Run 1, routed metal, one color a layer:
Scale bar: 20 um.
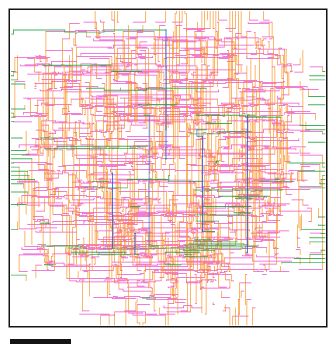
Run 1, cell classes on the final placement:
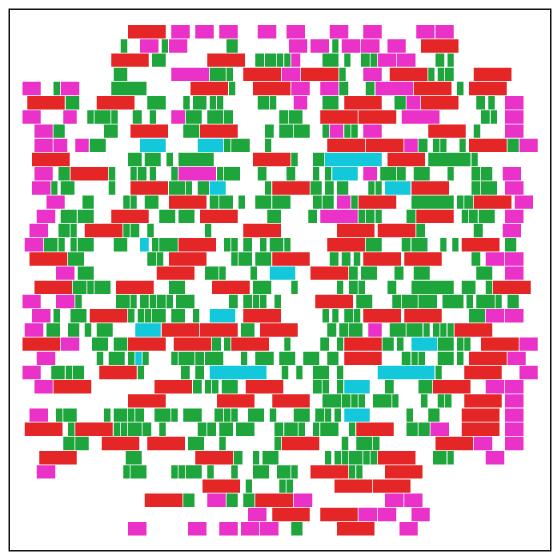
Run 1, routing congestion:
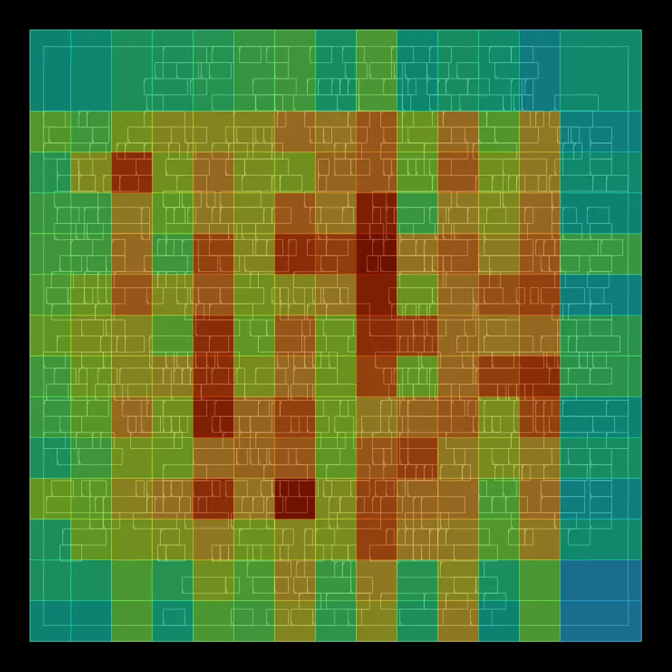
Design int_ctrl_flat, sky130hd; sources not shown.
==> results.txt <==
Implementation numbers.

- TritonCTS built the clock tree.
- The first global-routing pass estimated 19.8 mm of wire.
- The headroom to the max-slew limit is 38.8%.
- The clock transition time at the flip-flop clock pins of the worst setup and hold paths is 0.09 ns.
- The pre-placement core utilization is 46.0%.
- The distinct cell type count of the synthesized netlist reads 39.
- Endpoints with negative setup slack in the final report add up to 0.
- The arithmetic-cell share of the synthesized area counting full adders, half adders and majority gates reads 0%.
- In this run the tool buffered the top-level ports with 86 buffer cells.
- The chip area in the Yosys report reads 4450 um2.
- The via count of the first global-routing pass reads 3846.
- The post-detailed-placement cell area is 5500 um2.
- The number of nets produced by synthesis is 564.
- After Yosys synthesis, AND-OR and OR-AND compound gates account for 19.4% of the synthesized area.
- The clock tree root driver cell is sky130_fd_sc_hd__clkbuf_8.
- Pins over their slew limit in the final report were tallied at 0.
- Setup repair after global routing left no endpoint under its margin.
- The combined area of all synthesized cells is 4450 um2.
- The required arrival time at the worst endpoint is 2.49 ns.
- The top logic cell family in the synthesized netlist is simple AND/OR/NAND/NOR gates.
- The worst IR drop on VDD is 0.000403 V.
- The buffer levels on the longest clock path is 2.
- After legalization and detailed placement, the total HPWL measured 9.11 mm.
- The final net count is 646.
- The count of synthesis-stage warnings from yosys reads 0.
- The number of nets with antenna violations after routing is 0.
- The detailed-router iteration count before antenna repair is 4.
- The number of cells in the finished layout apart from fillers reads 738.
- By instance count after routing, the leading logic cell types are sky130_fd_sc_hd__nand2_1 (106), sky130_fd_sc_hd__dfxtp_1 (104), sky130_fd_sc_hd__clkdlybuf4s50_1 (85).
- The data arrival time at the worst-slack endpoint reads 2.22 ns.
- The detailed router placed 4067 vias in this run.
- Summed over all failing endpoints, the final setup total negative slack is 0 ns.
- The timing-limited maximum frequency reads 521 MHz.
- The number of levels in the clock H-tree is 3.
- The number of clock sinks reads 104.
- Summed over all cells, the static leakage comes to 0.00212 uW.
- Per the Yosys statistics, synthesis produced 518 cells.
- Per the run summary, max-cap violations total 0.
- The proportion of layout cells with a drive suffix above 1 reads 7.44%.
- Sequential elements use 46.8% of the synthesized area.
- The overflow left after global routing reads 0.
- The main area contributors are sky130_fd_sc_hd__dfxtp_1 (47%), sky130_fd_sc_hd__nand2_1 (8.9%), sky130_fd_sc_hd__nor2_1 (5.2%).
- The number of design-rule violations left by the first detailed-router iteration reads 211.
- The post-synthesis register bit count reads 104.
- The worst path meets setup with 0.279 ns of slack.
- On the final layout, the worst hold slack is 0.277 ns.
- The worst min-delay path category reads input port to flip-flop.
- The worst hold path depth reads 2.
- The nature of the critical path endpoint reads a flip-flop.
- The run finished with clean final reports.
- The share of the synthesized area in the top cell type reads 46.8%.
- The remaining design rule violation count is 0.
- In this run the count of I/O pins placed on the die edge is 87.
- The final weighted congestion recorded by global placement is 0.901.
- In this run, the synthesized area fraction spent on xor and xnor cells is recorded as 3.15%.
- The number of failing hold endpoints at the final stage is 0.
- The final critical path time including I/O delays and setup reads 1.92 ns.
- Entering global routing, the biggest net connects 44 pins.
- For reference, the most critical setup path is categorized as input port to flip-flop.
- The insertion delay at the late pin of the worst-skew pair is 0.37 ns.
- The total power draw is 4120 uW.
- The area added between synthesis and finish is 29.0%.
- The post-synthesis instance total is 518.
-- 'routed metal, one color a layer' (at the start) --
legend:
  metal 3:
    color: green
    wire_length: 847 um
  metal 4:
    color: blue
    wire_length: 196 um
  metal 2:
    color: orange
    wire_length: 6080 um
  metal 1:
    color: magenta
    wire_length: 5700 um
total track usage: 24.6%
total length of routed wires: 12.8 mm

-- 'cell classes on the final placement' (at the start) --
legend:
  sequential cells:
    color: red
    cells: 104
    share_of_their_area: 37%
  clock drivers and dummy loads:
    color: cyan
    cells: 16
    share_of_their_area: 4.4%
  combinational and other logic:
    color: green
    cells: 383
    share_of_their_area: 40%
  remaining buffers and delay cells:
    color: magenta
    cells: 102
    share_of_their_area: 19%
core region area: 9680 um2
Site Rows: 36
final core utilization: 59.3%
fraction of standard cell area that is sequential: 36.3%

-- 'routing congestion' (at the start) --
met2 track utilization from global routing: 40.9%
DR WL/cell: 17.4 um
GRT Max-Usage Layer: met2
met1 track demand over resource in global routing: 32.6%
global-route met3 utilization: 5.38%

[run 1: layout make-up]
cell class / instances / area, um2
inverters: 4 / 15.0
clock buffers: 11 / 141
flip-flops and latches: 104 / 2080
well taps: 133 / 166
repair buffers: 102 / 1040
multi-input cells: 379 / 2190
fillers: 895 / 3940
clock inverters: 5 / 104
[run 1: critical path, cell delays in order]
cell	delay [ns]
sky130_fd_sc_hd__clkdlybuf4s50_1	0.42
sky130_fd_sc_hd__or2_2	0.32
sky130_fd_sc_hd__nor3b_4	0.18
sky130_fd_sc_hd__a21oi_2	0.67
sky130_fd_sc_hd__o2111ai_1	0.26
sky130_fd_sc_hd__o211ai_1	0.14
[run 1: power breakdown]
group	leakage [uW]	internal (uW)	switching, uW	total, uW
registers	0.000852	1960	59.4	2020
clock network	0.000124	788	663	1450
logic	0.00114	270	375	645
[run 1: synth_stat cells, drive strengths merged]
library cell	n
or2	3
a22oi	1
nor3	5
o2111ai	16
nand2	106
o211ai	12
clkbuf	12
a32oi	1
xnor2	16
o21ai	16
nand3	12
mux2i	14
nor2	62
and3	1
mux4	3
dfxtp	104
and3b	1
a31oi	2
a211oi	22
a32o	1
buf	19
inv	4
a22o	18
nor2b	18
and2	2
nand3b	2
nor3b	2
mux2	1
nand4	2
a21oi	35
a311oi	1
or3b	1
nand2b	3
[run 1: routing by layer]
metal | vias to the layer above | global-route usage [%] | wire length (um)
met5 | - | 0 | 0
met4 | 0 | 6.07 | 196
met3 | 15 | 5.38 | 846
met2 | 145 | 40.9 | 6080
met1 | 1933 | 32.6 | 5700
li1 | 1974 | - | -
[run 1: cell families (layout without fill, tap and decap cells)]
group                  Yosys count  count (layout)
AND-OR/OR-AND                  125             125
multiplexers                    18              18
XOR/XNOR                        16              16
AND/OR/NAND/NOR                220             220
buffers and inverters           35             122
flip-flops                     104             104
Power figures rest on the tool's default switching activity, not on a simulated workload.
